## config.mk

```make
export PLATFORM = sky130hd
export DESIGN_NAME = store_buffer
export DESIGN_NICKNAME = d
export VERILOG_FILES = /design/src/rtl/store_buffer.sv
export SDC_FILE = /design/constraint.sdc
export NUM_CORES = 1
export LEC_CHECK = 0
export CORE_ASPECT_RATIO = 1.25
export CORE_UTILIZATION = 45
export CTS_BUF_LIST = sky130_fd_sc_hd__clkbuf_8
export DETAILED_ROUTE_END_ITERATION = 7
export PLACE_DENSITY = 0.67
export SYNTH_ARGS = -nofsm -noshare
export SYNTH_HDL_FRONTEND = slang
export SYNTH_SLANG_ARGS = --single-unit
```

## constraint.sdc

```tcl
create_clock -name clk -period 7.59 [get_ports clk]
set_input_delay 2.277 -clock clk [delete_from_list [all_inputs] [get_ports clk]]
set_output_delay 2.277 -clock clk [all_outputs]
set_load 0.02 [all_outputs]
```

## src/rtl/store_buffer.sv

```systemverilog
// Store buffer between CPU and data memory.
// Holds DEPTH buffered stores in a circular FIFO. Buffered entries drain to
// memory one per cycle whenever the CPU is not loading, or unconditionally
// once the buffer is full. Loads forward the youngest matching buffered store.
// Address matching uses only bits [7:0] because the data memory holds
// 256 words and aliases every higher address onto them.
module store_buffer #(
  parameter int DEPTH = 4
) (
  input  logic        clk,
  input  logic        rst,
  input  logic        cpu_mem_write,
  input  logic        cpu_mem_read,
  input  logic [15:0] cpu_address,
  input  logic [15:0] cpu_write_data,
  output logic [15:0] cpu_read_data,
  output logic        stall,
  output logic        mem_write,
  output logic [15:0] mem_address,
  output logic [15:0] mem_write_data,
  input  logic [15:0] mem_read_data,
  output logic        empty,
  output logic [3:0]  count
);

  localparam int PW = (DEPTH > 1) ? $clog2(DEPTH) : 1;

  logic [15:0]      addr_q [DEPTH];
  logic [15:0]      data_q [DEPTH];
  logic [DEPTH-1:0] valid_q;
  logic [PW-1:0]    head_q, head_d;
  logic [PW-1:0]    tail_q, tail_d;
  logic [3:0]       count_q, count_d;

  logic             full;
  logic             enq;
  logic             drain;
  logic [PW-1:0]    fwd_idx;
  logic [15:0]      fwd_data;

  assign full  = (count_q == 4'(DEPTH));
  assign empty = (count_q == 4'd0);
  assign count = count_q;
  assign stall = full && (cpu_mem_write || cpu_mem_read);

  // A stalled store is dropped here; the CPU retries it next cycle.
  assign enq   = cpu_mem_write && !stall;
  // A pending load gets the memory port unless the buffer must make room.
  assign drain = !empty && (!cpu_mem_read || full);

  // Memory port: drain the head entry, otherwise pass the CPU address through
  // so loads that miss in the buffer read memory directly.
  always_comb begin
    mem_write      = 1'b0;
    mem_address    = cpu_address;
    mem_write_data = 16'h0000;
    if (drain) begin
      mem_write      = 1'b1;
      mem_address    = addr_q[head_q];
      mem_write_data = data_q[head_q];
    end
  end

  // Forwarding: walk oldest to youngest so the last hit (youngest) wins.
  // Only registered entries are visited, so a store arriving this cycle is
  // not visible to a load in the same cycle.
  always_comb begin
    fwd_data = mem_read_data;
    fwd_idx  = '0;
    for (int i = 0; i < DEPTH; i++) begin
      fwd_idx = head_q + PW'(i);
      if ((4'(i) < count_q) && valid_q[fwd_idx] &&
          (addr_q[fwd_idx][7:0] == cpu_address[7:0])) begin
        fwd_data = data_q[fwd_idx];
      end
    end
  end

  assign cpu_read_data = fwd_data;

  // Pointer and occupancy next-state; enqueue and drain together leave the
  // count unchanged. Pointers wrap naturally since DEPTH is a power of two.
  always_comb begin
    head_d  = head_q;
    tail_d  = tail_q;
    count_d = count_q;
    if (enq) begin
      tail_d = tail_q + PW'(1);
    end
    if (drain) begin
      head_d = head_q + PW'(1);
    end
    count_d = count_q + {3'b000, enq} - {3'b000, drain};
  end

  // Pointer/occupancy registers; reset discards every buffered store.
  always_ff @(posedge clk or posedge rst) begin
    if (rst) begin
      head_q  <= '0;
      tail_q  <= '0;
      count_q <= 4'd0;
    end else begin
      head_q  <= head_d;
      tail_q  <= tail_d;
      count_q <= count_d;
    end
  end

  // Entry valid bits: set on enqueue at the tail, cleared on drain at the head.
  // The two never collide: draining needs an entry, enqueueing needs a slot.
  always_ff @(posedge clk or posedge rst) begin
    if (rst) begin
      valid_q <= '0;
    end else begin
      if (drain) begin
        valid_q[head_q] <= 1'b0;
      end
      if (enq) begin
        valid_q[tail_q] <= 1'b1;
      end
    end
  end

  // Entry payload storage; contents are qualified by valid_q so no reset needed.
  always_ff @(posedge clk) begin
    if (enq) begin
      addr_q[tail_q] <= cpu_address;
      data_q[tail_q] <= cpu_write_data;
    end
  end

endmodule

```

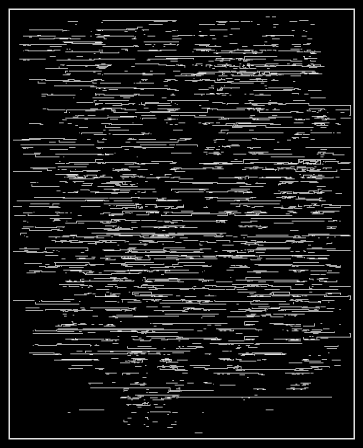
layer_met1.png
nets with wire on the layer: 668
wire length on this layer: 7990 µm
longest straight run: 56.8 µm
WL final: 19980 µm
DR vias: 5483
met1 Resource Use GR: 24.62%

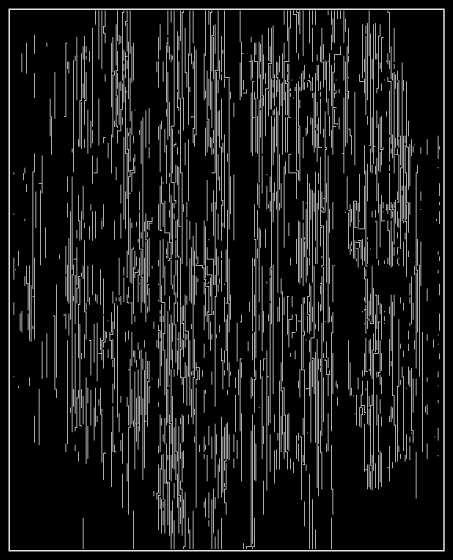
layer_met2.png
share of all routed wire: 54%
wire length on this layer: 10700 µm
nets with wire on the layer: 647
met2 usage: 37.94%

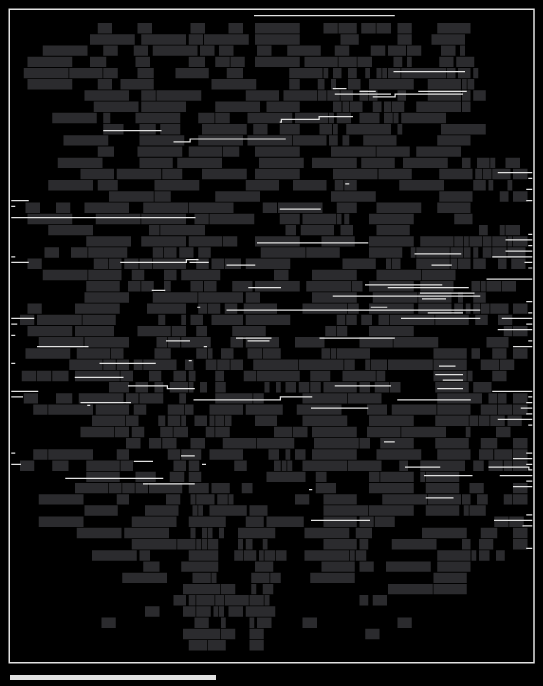
layer_met3.png
Scale bar: 50 µm. Cells faint in the background.
nets with wire on the layer: 89
wire length on this layer: 937 µm
main direction: horizontal
met3 usage: 4.191%

==> flow_summary_export.csv <==
group,metric,value,unit
outcome,outcome,"complete, no violations",
sta,tightestPinTransition,1.007,ns
power,power_density,392.6,nW/µm²
yosys,ys_sh_adder,2.225,%
power,switching_share,38.13,%
sta,max_clock_freq,135.0,MHz
finish,final_cells,913,
critical_path,cp_top_family,"buffers and inverters",
flow_run,warnings,33,
critical_path,cp-start-kind,"primary input",
finish,diodes,0,
yosys,ys.flops,140,
yosys,yosys_warnings,0,
sta,finalSetupViolations,0,
route,ant_nets,0,
critical_path,path_cells,"clkdlybuf4s50_1 > clkinvlp_4 > xnor2_1 > nor4_4 > and3_1 > buf_4 > mux2_2 > mux2i_1 > o211ai_1 > clkdlybuf4s50_1",
critical_path,path_buffers,4,
yosys,netlist_area,8772,µm²
yosys,aoi_share,4.664,%
critical_path,cpMaxStageDelayCell,"clkdlybuf4s50_1",
placed_design,place_inst,879,
yosys,avgSynthCellArea,15.42,µm²
yosys,synthMuxAreaShare,31.12,%
clock_tree,ctsHoldBuffers,0,
yosys,yosys-top-cells-count,"edfxtp_1, mux4_2, inv_1, xnor2_1, mux2_2",
sta,slew_headroom,32.86,%
sta,hold_viol,0,
global_routing,grt_overflow_total,0,
clock_tree,htree_levels,4,
floorplan,rows,56,
critical_path,end_kind,"output port",
yosys,yosys-stat-area,8772,µm²
power,comb_power_share,57.4,%
clock_tree,clock-sinks,140,
power,clkPwrFrac,14.7,%
power,p_switching,1572,µW
critical_path,arrival,5.13,ns
clock_tree,clkSlewWorstSetupHoldPaths,0.08,ns
global_routing,grt_pass1_vias,5721,
worst_hold_path,hold_path_end,"valid_q[3]",
sta,final.setup_skew,0.01047,ns
yosys,syn-instance-count,569,
finish,biggestRegsByFlops,"addr_q (64), data_q (64)",
power,finalPower,4121,µW
critical_path,crit_start,"cpu_address[3]",
finish,final_area,10500,µm²
power,vdd_drop_max,0.1620,mV
floorplan,fp_util,46.37,%
power,p_seq_share,27.9,%
clock_tree,cts_resized,0,
yosys,syn-num-nets,636,
critical_path,regToRegStartpoint,"count[2]",
sta,hold_slack,0.5666,ns
yosys,ys_seq_share,47.24,%
route,drc,0,
floorplan,die_y,158.1,µm
floorplan,ios,107,
route,vias_per_cell,6.005,
yosys,synth.distinct_cells,46,
power,pg_seq,1150,µW
worst_hold_path,hold_path.class,"flip-flop to flip-flop",
placed_design,place_congestion,0.8167,
yosys,topCombFamilyByArea,"multiplexers",
sta,post-route-period-util,97.56,%
finish,final_nets,735,
critical_path,worstRegToRegCells,11,
global_routing,grt_first_pass_wirelength,31150,µm
yosys,synth-async-reset-ratio,8.571,%
finish,layout-drive-gt1-share,27.31,%
power,power_clock,606,µW
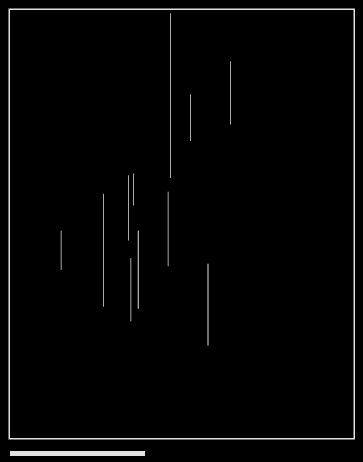
layer_met4.png
Scale bar: 50 µm.
wire length on this layer: 301 µm
main direction: vertical

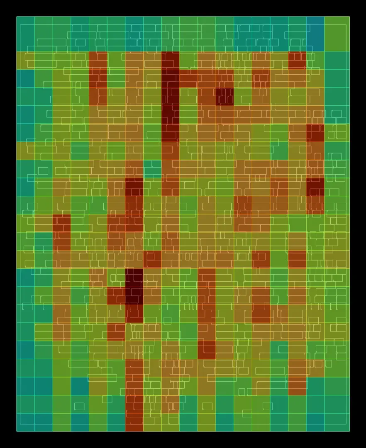
congestion.png
GRT Util Overall: 20.82%
wire per inst: 21.88 µm
fin util: 55.48%
GR peak layer: met2

layer usage:
layer  up-vias  share of wire (%)  track usage, %
li1       2456                  -               -
met1      2842                 40           24.62
met2       159                 54           37.94
met3        26                4.7           4.191
met4         0                1.5           6.803
met5         -                  0               0
area by class of cell:
| cell class | count | area, µm² |
|---|---|---|
| Inverter | 42 | 161.4 |
| Clock buffer | 17 | 234.0 |
| Timing Repair Buffer | 125 | 1256 |
| Tap cell | 232 | 290.3 |
| Sequential cell | 140 | 4149 |
| Multi-Input combinational cell | 342 | 4242 |
| Clock inverter | 15 | 163.9 |
| Fill cell | 1489 | 8422 |
No activity file was given, so power comes from the tool's default toggle rates.
